$ cat src/rtl/lockpick_pkg.sv
// Shared definitions for the lockpick host and game: state encoding, status codes
// and the 32-bit words that make up each status's expected result message.
package lockpick_pkg;

  localparam int KEY_BYTES = 32;

  typedef enum logic [2:0] {
    S_IDLE,
    S_START,
    S_SEND_A,
    S_SEND_B,
    S_WAIT_OUT,
    S_RECV,
    S_REPORT
  } host_state_t;

  localparam logic [1:0] ST_NONE = 2'b00;
  localparam logic [1:0] ST_ERR  = 2'b01;
  localparam logic [1:0] ST_WIN  = 2'b10;
  localparam logic [1:0] ST_LOCK = 2'b11;

  localparam logic [31:0] MSG_WIN  = 32'hFACEFACE;
  localparam logic [31:0] MSG_LOCK = 32'hDEADDEAD;
  localparam logic [31:0] MSG_ERR  = 32'hBAD0BAD0;

  // A result message is this word repeated over the whole message width.
  function automatic logic [31:0] msg_word(input logic [1:0] status);
    logic [31:0] w;
    case (status)
      ST_WIN:  w = MSG_WIN;
      ST_LOCK: w = MSG_LOCK;
      ST_ERR:  w = MSG_ERR;
      default: w = 32'h0;
    endcase
    return w;
  endfunction

endpackage

$ cat src/rtl/lockpick_host_if.sv
// Bundle of the upstream attempt/result signals and the game pins seen by lockpick_host.
// master = the host itself; slave = the controller and game on the other side.
interface lockpick_host_if #(
  parameter int KEY_BYTES = lockpick_pkg::KEY_BYTES
);
  logic                   att_valid;
  logic                   att_ready;
  logic [KEY_BYTES*8-1:0] att_key_a;
  logic [KEY_BYTES*8-1:0] att_key_b;
  logic                   game_start;
  logic                   game_in_en;
  logic [7:0]             game_in_data;
  logic                   game_out_valid;
  logic [7:0]             game_out_data;
  logic [1:0]             game_status;
  logic                   res_valid;
  logic [1:0]             res_status;
  logic [KEY_BYTES*8-1:0] res_msg;
  logic                   res_msg_ok;
  logic                   res_timeout;
  logic                   session_open;

  modport master (
    input  att_valid, att_key_a, att_key_b, game_out_valid, game_out_data, game_status,
    output att_ready, game_start, game_in_en, game_in_data,
           res_valid, res_status, res_msg, res_msg_ok, res_timeout, session_open
  );

  modport slave (
    output att_valid, att_key_a, att_key_b, game_out_valid, game_out_data, game_status,
    input  att_ready, game_start, game_in_en, game_in_data,
           res_valid, res_status, res_msg, res_msg_ok, res_timeout, session_open
  );
endinterface

$ cat src/rtl/lockpick_host.sv
// Initiator for lockpick_game: serialises keys A then B, collects the 32-byte reply,
// checks it against the status pattern and reports one result word. All outputs Moore.
module lockpick_host
  import lockpick_pkg::*;
#(
  parameter int KEY_BYTES = lockpick_pkg::KEY_BYTES,
  parameter int TIMEOUT   = 16
) (
  input  logic              clk,
  input  logic              rst_n,
  lockpick_host_if.master   bus
);

  localparam int KW = KEY_BYTES * 8;
  localparam int CW = $clog2(KEY_BYTES);
  localparam int WW = $clog2(TIMEOUT + 1);
  localparam logic [CW-1:0] LAST_BYTE = CW'(KEY_BYTES - 1);
  localparam logic [WW-1:0] WD_LIMIT  = WW'(TIMEOUT);

  host_state_t   state_q, state_d;
  logic [CW-1:0] cnt_q, cnt_d;
  logic [WW-1:0] wd_q, wd_d;
  logic [KW-1:0] key_a_q, key_a_d;
  logic [KW-1:0] key_b_q, key_b_d;
  logic [KW-1:0] buf_q, buf_d;
  logic [1:0]    stat_q, stat_d;
  logic [1:0]    res_status_q, res_status_d;
  logic [KW-1:0] res_msg_q, res_msg_d;
  logic          res_ok_q, res_ok_d;
  logic          res_to_q, res_to_d;
  logic          sess_q, sess_d;
  logic          done, tmo;

  always_comb begin
    state_d      = state_q;
    cnt_d        = cnt_q;
    wd_d         = wd_q;
    key_a_d      = key_a_q;
    key_b_d      = key_b_q;
    buf_d        = buf_q;
    stat_d       = stat_q;
    res_status_d = res_status_q;
    res_msg_d    = res_msg_q;
    res_ok_d     = res_ok_q;
    res_to_d     = res_to_q;
    sess_d       = sess_q;
    done         = 1'b0;
    tmo          = 1'b0;

    case (state_q)
      S_IDLE: begin
        if (bus.att_valid) begin
          key_a_d = bus.att_key_a;
          key_b_d = bus.att_key_b;
          cnt_d   = '0;
          buf_d   = '0;
          state_d = sess_q ? S_SEND_A : S_START;
        end
      end
      S_START: state_d = S_SEND_A;
      S_SEND_A, S_SEND_B: begin
        cnt_d = cnt_q + CW'(1);
        if (cnt_q == LAST_BYTE) begin
          cnt_d   = '0;
          wd_d    = '0;
          state_d = (state_q == S_SEND_A) ? S_SEND_B : S_WAIT_OUT;
        end
      end
      S_WAIT_OUT: begin
        if (bus.game_out_valid) begin
          buf_d[7:0] = bus.game_out_data;
          stat_d     = bus.game_status;
          cnt_d      = CW'(1);
          wd_d       = '0;
          state_d    = S_RECV;
        end else if (wd_q == WD_LIMIT) begin
          tmo = 1'b1;
        end else begin
          wd_d = wd_q + WW'(1);
        end
      end
      S_RECV: begin
        if (bus.game_out_valid) begin
          buf_d[{cnt_q, 3'b000} +: 8] = bus.game_out_data;
          cnt_d = cnt_q + CW'(1);
          wd_d  = '0;
          done  = (cnt_q == LAST_BYTE);
        end else if (wd_q == WD_LIMIT) begin
          tmo = 1'b1;
        end else begin
          wd_d = wd_q + WW'(1);
        end
      end
      S_REPORT: begin
        // A timeout reports status 00, so only a genuine error reply keeps the session.
        sess_d  = (res_status_q == ST_ERR);
        state_d = S_IDLE;
      end
      default: state_d = S_IDLE;
    endcase

    // Result fields are loaded on the edge into REPORT so they are valid with res_valid.
    if (done) begin
      state_d      = S_REPORT;
      res_status_d = stat_d;
      res_msg_d    = buf_d;
      res_ok_d     = (stat_d != ST_NONE) && (buf_d == {(KEY_BYTES / 4){msg_word(stat_d)}});
      res_to_d     = 1'b0;
    end else if (tmo) begin
      state_d      = S_REPORT;
      res_status_d = ST_NONE;
      res_msg_d    = buf_q;
      res_ok_d     = 1'b0;
      res_to_d     = 1'b1;
    end
  end

  always_ff @(posedge clk or negedge rst_n) begin
    if (!rst_n) begin
      state_q      <= S_IDLE;
      cnt_q        <= '0;
      wd_q         <= '0;
      key_a_q      <= '0;
      key_b_q      <= '0;
      buf_q        <= '0;
      stat_q       <= ST_NONE;
      res_status_q <= ST_NONE;
      res_msg_q    <= '0;
      res_ok_q     <= 1'b0;
      res_to_q     <= 1'b0;
      sess_q       <= 1'b0;
    end else begin
      state_q      <= state_d;
      cnt_q        <= cnt_d;
      wd_q         <= wd_d;
      key_a_q      <= key_a_d;
      key_b_q      <= key_b_d;
      buf_q        <= buf_d;
      stat_q       <= stat_d;
      res_status_q <= res_status_d;
      res_msg_q    <= res_msg_d;
      res_ok_q     <= res_ok_d;
      res_to_q     <= res_to_d;
      sess_q       <= sess_d;
    end
  end

  logic send_a, send_b;
  assign send_a = (state_q == S_SEND_A);
  assign send_b = (state_q == S_SEND_B);

  assign bus.att_ready    = (state_q == S_IDLE);
  assign bus.game_start   = (state_q == S_START);
  assign bus.game_in_en   = send_a | send_b;
  assign bus.game_in_data = send_a ? key_a_q[{cnt_q, 3'b000} +: 8] :
                            send_b ? key_b_q[{cnt_q, 3'b000} +: 8] : 8'h00;
  assign bus.res_valid    = (state_q == S_REPORT);
  assign bus.res_status   = res_status_q;
  assign bus.res_msg      = res_msg_q;
  assign bus.res_msg_ok   = res_ok_q;
  assign bus.res_timeout  = res_to_q;
  assign bus.session_open = sess_q;

endmodule
$ cat src/flat_wrapper.sv
// flat-port wrapper written by rule: the top's interface ports become plain ports
module lockpick_host_flat import lockpick_pkg::*;
#(
  parameter int KEY_BYTES = lockpick_pkg::KEY_BYTES,
  parameter int TIMEOUT   = 16
)
  (clk, rst_n, bus_att_valid, bus_att_key_a, bus_att_key_b, bus_game_out_valid, bus_game_out_data, bus_game_status, bus_att_ready, bus_game_start, bus_game_in_en, bus_game_in_data, bus_res_valid, bus_res_status, bus_res_msg, bus_res_msg_ok, bus_res_timeout, bus_session_open);
  lockpick_host_if #(.KEY_BYTES(KEY_BYTES)) bus_i ();
  input  logic clk;
  input  logic rst_n;
  input wire logic [$bits(bus_i.att_valid)-1:0] bus_att_valid;
  input wire logic [$bits(bus_i.att_key_a)-1:0] bus_att_key_a;
  input wire logic [$bits(bus_i.att_key_b)-1:0] bus_att_key_b;
  input wire logic [$bits(bus_i.game_out_valid)-1:0] bus_game_out_valid;
  input wire logic [$bits(bus_i.game_out_data)-1:0] bus_game_out_data;
  input wire logic [$bits(bus_i.game_status)-1:0] bus_game_status;
  output wire logic [$bits(bus_i.att_ready)-1:0] bus_att_ready;
  output wire logic [$bits(bus_i.game_start)-1:0] bus_game_start;
  output wire logic [$bits(bus_i.game_in_en)-1:0] bus_game_in_en;
  output wire logic [$bits(bus_i.game_in_data)-1:0] bus_game_in_data;
  output wire logic [$bits(bus_i.res_valid)-1:0] bus_res_valid;
  output wire logic [$bits(bus_i.res_status)-1:0] bus_res_status;
  output wire logic [$bits(bus_i.res_msg)-1:0] bus_res_msg;
  output wire logic [$bits(bus_i.res_msg_ok)-1:0] bus_res_msg_ok;
  output wire logic [$bits(bus_i.res_timeout)-1:0] bus_res_timeout;
  output wire logic [$bits(bus_i.session_open)-1:0] bus_session_open;
  assign bus_i.att_valid = bus_att_valid;
  assign bus_i.att_key_a = bus_att_key_a;
  assign bus_i.att_key_b = bus_att_key_b;
  assign bus_i.game_out_valid = bus_game_out_valid;
  assign bus_i.game_out_data = bus_game_out_data;
  assign bus_i.game_status = bus_game_status;
  assign bus_att_ready = bus_i.att_ready;
  assign bus_game_start = bus_i.game_start;
  assign bus_game_in_en = bus_i.game_in_en;
  assign bus_game_in_data = bus_i.game_in_data;
  assign bus_res_valid = bus_i.res_valid;
  assign bus_res_status = bus_i.res_status;
  assign bus_res_msg = bus_i.res_msg;
  assign bus_res_msg_ok = bus_i.res_msg_ok;
  assign bus_res_timeout = bus_i.res_timeout;
  assign bus_session_open = bus_i.session_open;
  lockpick_host #(.KEY_BYTES(KEY_BYTES), .TIMEOUT(TIMEOUT)) u_core (.clk(clk), .rst_n(rst_n), .bus(bus_i));
endmodule
$ cat config.mk
export PLATFORM = sky130hd
export DESIGN_NAME = lockpick_host_flat
export DESIGN_NICKNAME = d
export VERILOG_FILES = /design/src/rtl/lockpick_pkg.sv /design/src/rtl/lockpick_host_if.sv /design/src/rtl/lockpick_host.sv /design/src/flat_wrapper.sv
export SDC_FILE = /design/constraint.sdc
export NUM_CORES = 2
export LEC_CHECK = 0
export ABC_CLOCK_PERIOD_IN_PS = 5100
export CAP_MARGIN = 20
export CELL_PAD_IN_SITES_DETAIL_PLACEMENT = 1
export CELL_PAD_IN_SITES_GLOBAL_PLACEMENT = 1
export CORE_ASPECT_RATIO = 0.7
export CORE_UTILIZATION = 24
export CTS_BUF_LIST = sky130_fd_sc_hd__clkbuf_2
export CTS_CLUSTER_SIZE = 24
export DETAILED_ROUTE_END_ITERATION = 12
export GPL_ROUTABILITY_DRIVEN = 0
export MAX_ROUTING_LAYER = met4
export PLACE_DENSITY = 0.64
export SETUP_SLACK_MARGIN = 0.15
export SYNTH_ARGS = -nofsm -noshare
export SYNTH_HDL_FRONTEND = slang
export SYNTH_SLANG_ARGS = --single-unit
$ cat constraint.sdc
create_clock -name clk -period 5.1 [get_ports clk]
set_input_delay 1.02 -clock clk [delete_from_list [all_inputs] [get_ports clk]]
set_output_delay 1.02 -clock clk [all_outputs]
set_load 0.05 [all_outputs]
Figure 1. Local utilization.
Drawn at 0.5 px/um. 27 x 19 tiles, from dark purple (low) to yellow (high), 0 to 100% covered.
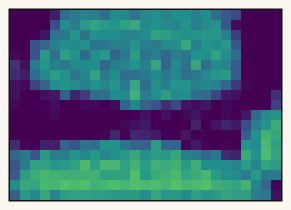
emptiest ninth of the die = west
densest ninth of the die = south
mean over tiles = 33%
fullest tile = 71%
Util after Layout: 0.3483
fp_density: 0.2420

Figure 2. I/O nets highlighted.
Drawn at 1 px/um.
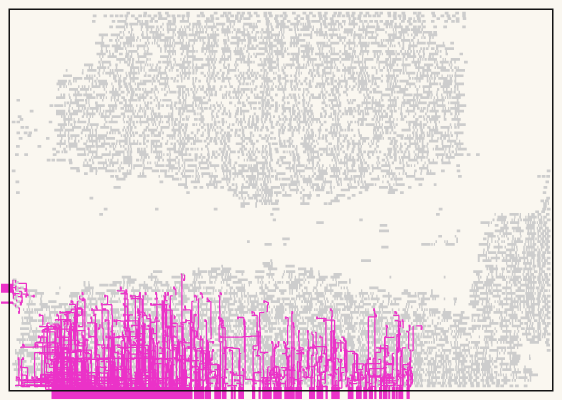
bus_att_key_b -> magenta  # direction input, edge 249 south, 7 west, end cells 256, buffers 507, wire 18,500 um

==> results.yml <==
# synthesis and place-and-route metrics
route:
  met3_length_um: 34520
  finalWirelength_um: 279900
  drt-vias-per-instance: 5.196
  drc_errors: 0
  routedWlPerCell_um: 28.24
  met1Wirelength_um: 117300
  ant_nets: 0
  drtIter0Drc: 6035
  vias: 51500
logic_synthesis:
  logic_family: "simple AND/OR/NAND/NOR gates"
  ys_sh_mux: 0.09939
  yosys.stat.seqShare: 0.5335
  synth-main-ff-cell: "dfrtp_1"
  xor_area_frac: 0.001942
  compound_area_frac: 0.08731
  syn-mean-instance-area_um2: 9.232
  adder_share: 0.003322
  yosysChipArea_mm2: 0.04897
  ys_ff: 1044
  synth-edff-count: 0
  yosysCellCount: 5304
  yosys_warnings: 0
sta:
  whs_ns: 0.2374
  finalMaxSlewViolations: 0
  finalSetupViolCount: 8
  report.final.hold_viol_count: 0
  tightestPinTransition_ns: 1.384
  layout_setup_ws_ns: -0.4985
  timing.fmax_mhz: 178.6
  slew_headroom: 0.07731
  min_period_over_period: 1.098
finish:
  fillCellCount: 23590
  finalNetCount: 7444
  area_delta_synth_final_pct: 43.94
  logic_gate_count: 3848
  n_antenna_cell: 76
  dominant_cells: "sequential cells"
  stdcell_count: 9912
power_and_ir_drop:
  combPwrFrac: 0.408
  pwr-share-seq: 0.383
  p_int_mw: 17.72
  comb_power_mw: 12.4
  ir_drop_v: 0.0002745
  leakage_nw: 33.29
  swShare: 0.4194
worst_setup_path:
  startpoint: "u_core.cnt_q[0]"
  cp-endpoint: "bus_game_in_data[2]"
  timing.critical_path.cells: "buf_16 > buf_12 > buf_16 > mux4_2 > mux4_2 > mux4_2 > and2_4 > buf_6"
  crit_type: "reg -> out"
  cp.arrival_ns: 4.58
  slowest_stage: "mux4_2"
  critPathTopFamily: "multiplexers"
  crit_fanout: 7
  required_ns: 4.08
clocking:
  cts_resized: 44
  postCtsHoldBufs: 502
  clk_latency_ns: 1.55
  cts_buffers: 290
  cts_tree: "yes"
worst_hold_path:
  hold_depth: 3
  hold_start: "bus_att_key_b[217]"
  whs_endpoint: "u_core.key_b_q[217]"
grt:
  grt_pass1_wl_um: 392900
  grt_max_degree: 233
  top_usage_layer: "met2"
  met1_usage: 0.3518
  grt_usage: 0.2727
placed_design:
  dpl_worst_slack_ns: -0.4373
  numPortBuffers: 798
  dp_hpwl_um: 198200
  placed_cells: 8815
  placed_cell_area_mm2: 0.06208
die:
  die-area_mm2: 0.2059
  core-area_mm2: 0.2024
  die_w_um: 541.9
  tap_cells: 2730
  rows: 138
status:
  status: "complete, but fails checks"
  violations: "setup timing"
Figure 3. Where the registers sit.
Drawn at 1 px/um. Other sequential cells in the stronger gray, the rest of the logic in the fainter gray.
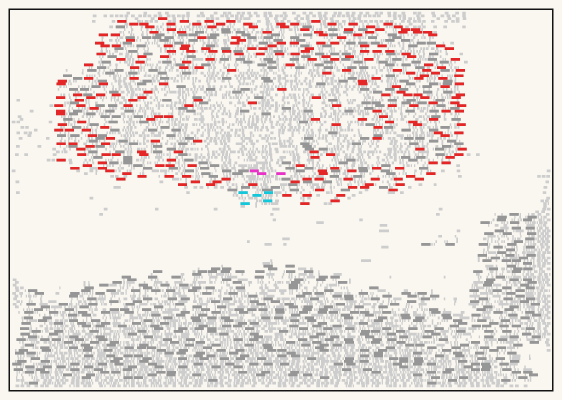
u_core.state_q -> magenta  # sequential cells 3
u_core.bus.res_msg -> red  # sequential cells 256
u_core.wd_q -> cyan  # sequential cells 5, where center
not colored = 780
Seq area share: 0.3708
register area: 0.02614 mm2
Seq group: 11.7 mW

Figure 4. Clock wiring as the flow saved it.
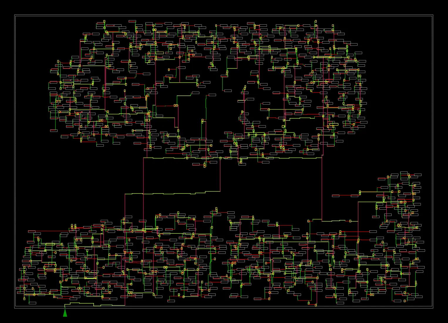
Clk. pwr: 6.39 mW
Worst Clk Skew: 0.2255 ns
clk sinks: 1,044
flip-flops: 1,044

## cell usage after synthesis, types with 16 or more instances
cell / number / share of area
nor2_1: 303 / 0.023
nand2b_1: 16 / 0.0020
mux2i_1: 97 / 0.020
a22o_1: 32 / 0.0057
nor4_1: 28 / 0.0036
nand4_1: 36 / 0.0046
o21ai_0: 109 / 0.011
nor3_1: 49 / 0.0050
or4_1: 17 / 0.0026
a21oi_1: 27 / 0.0028
and3_1: 23 / 0.0029
a31oi_1: 260 / 0.033
a32o_1: 43 / 0.0088
nand2_1: 2267 / 0.17
o22ai_1: 18 / 0.0023
mux4_2: 168 / 0.077
clkbuf_1: 303 / 0.023
and2_1: 20 / 0.0026
buf_1: 55 / 0.0042
nand3_1: 92 / 0.0094
inv_1: 37 / 0.0028
dfrtp_1: 1044 / 0.53
Power figures rest on the tool's default switching activity, not on a simulated workload.
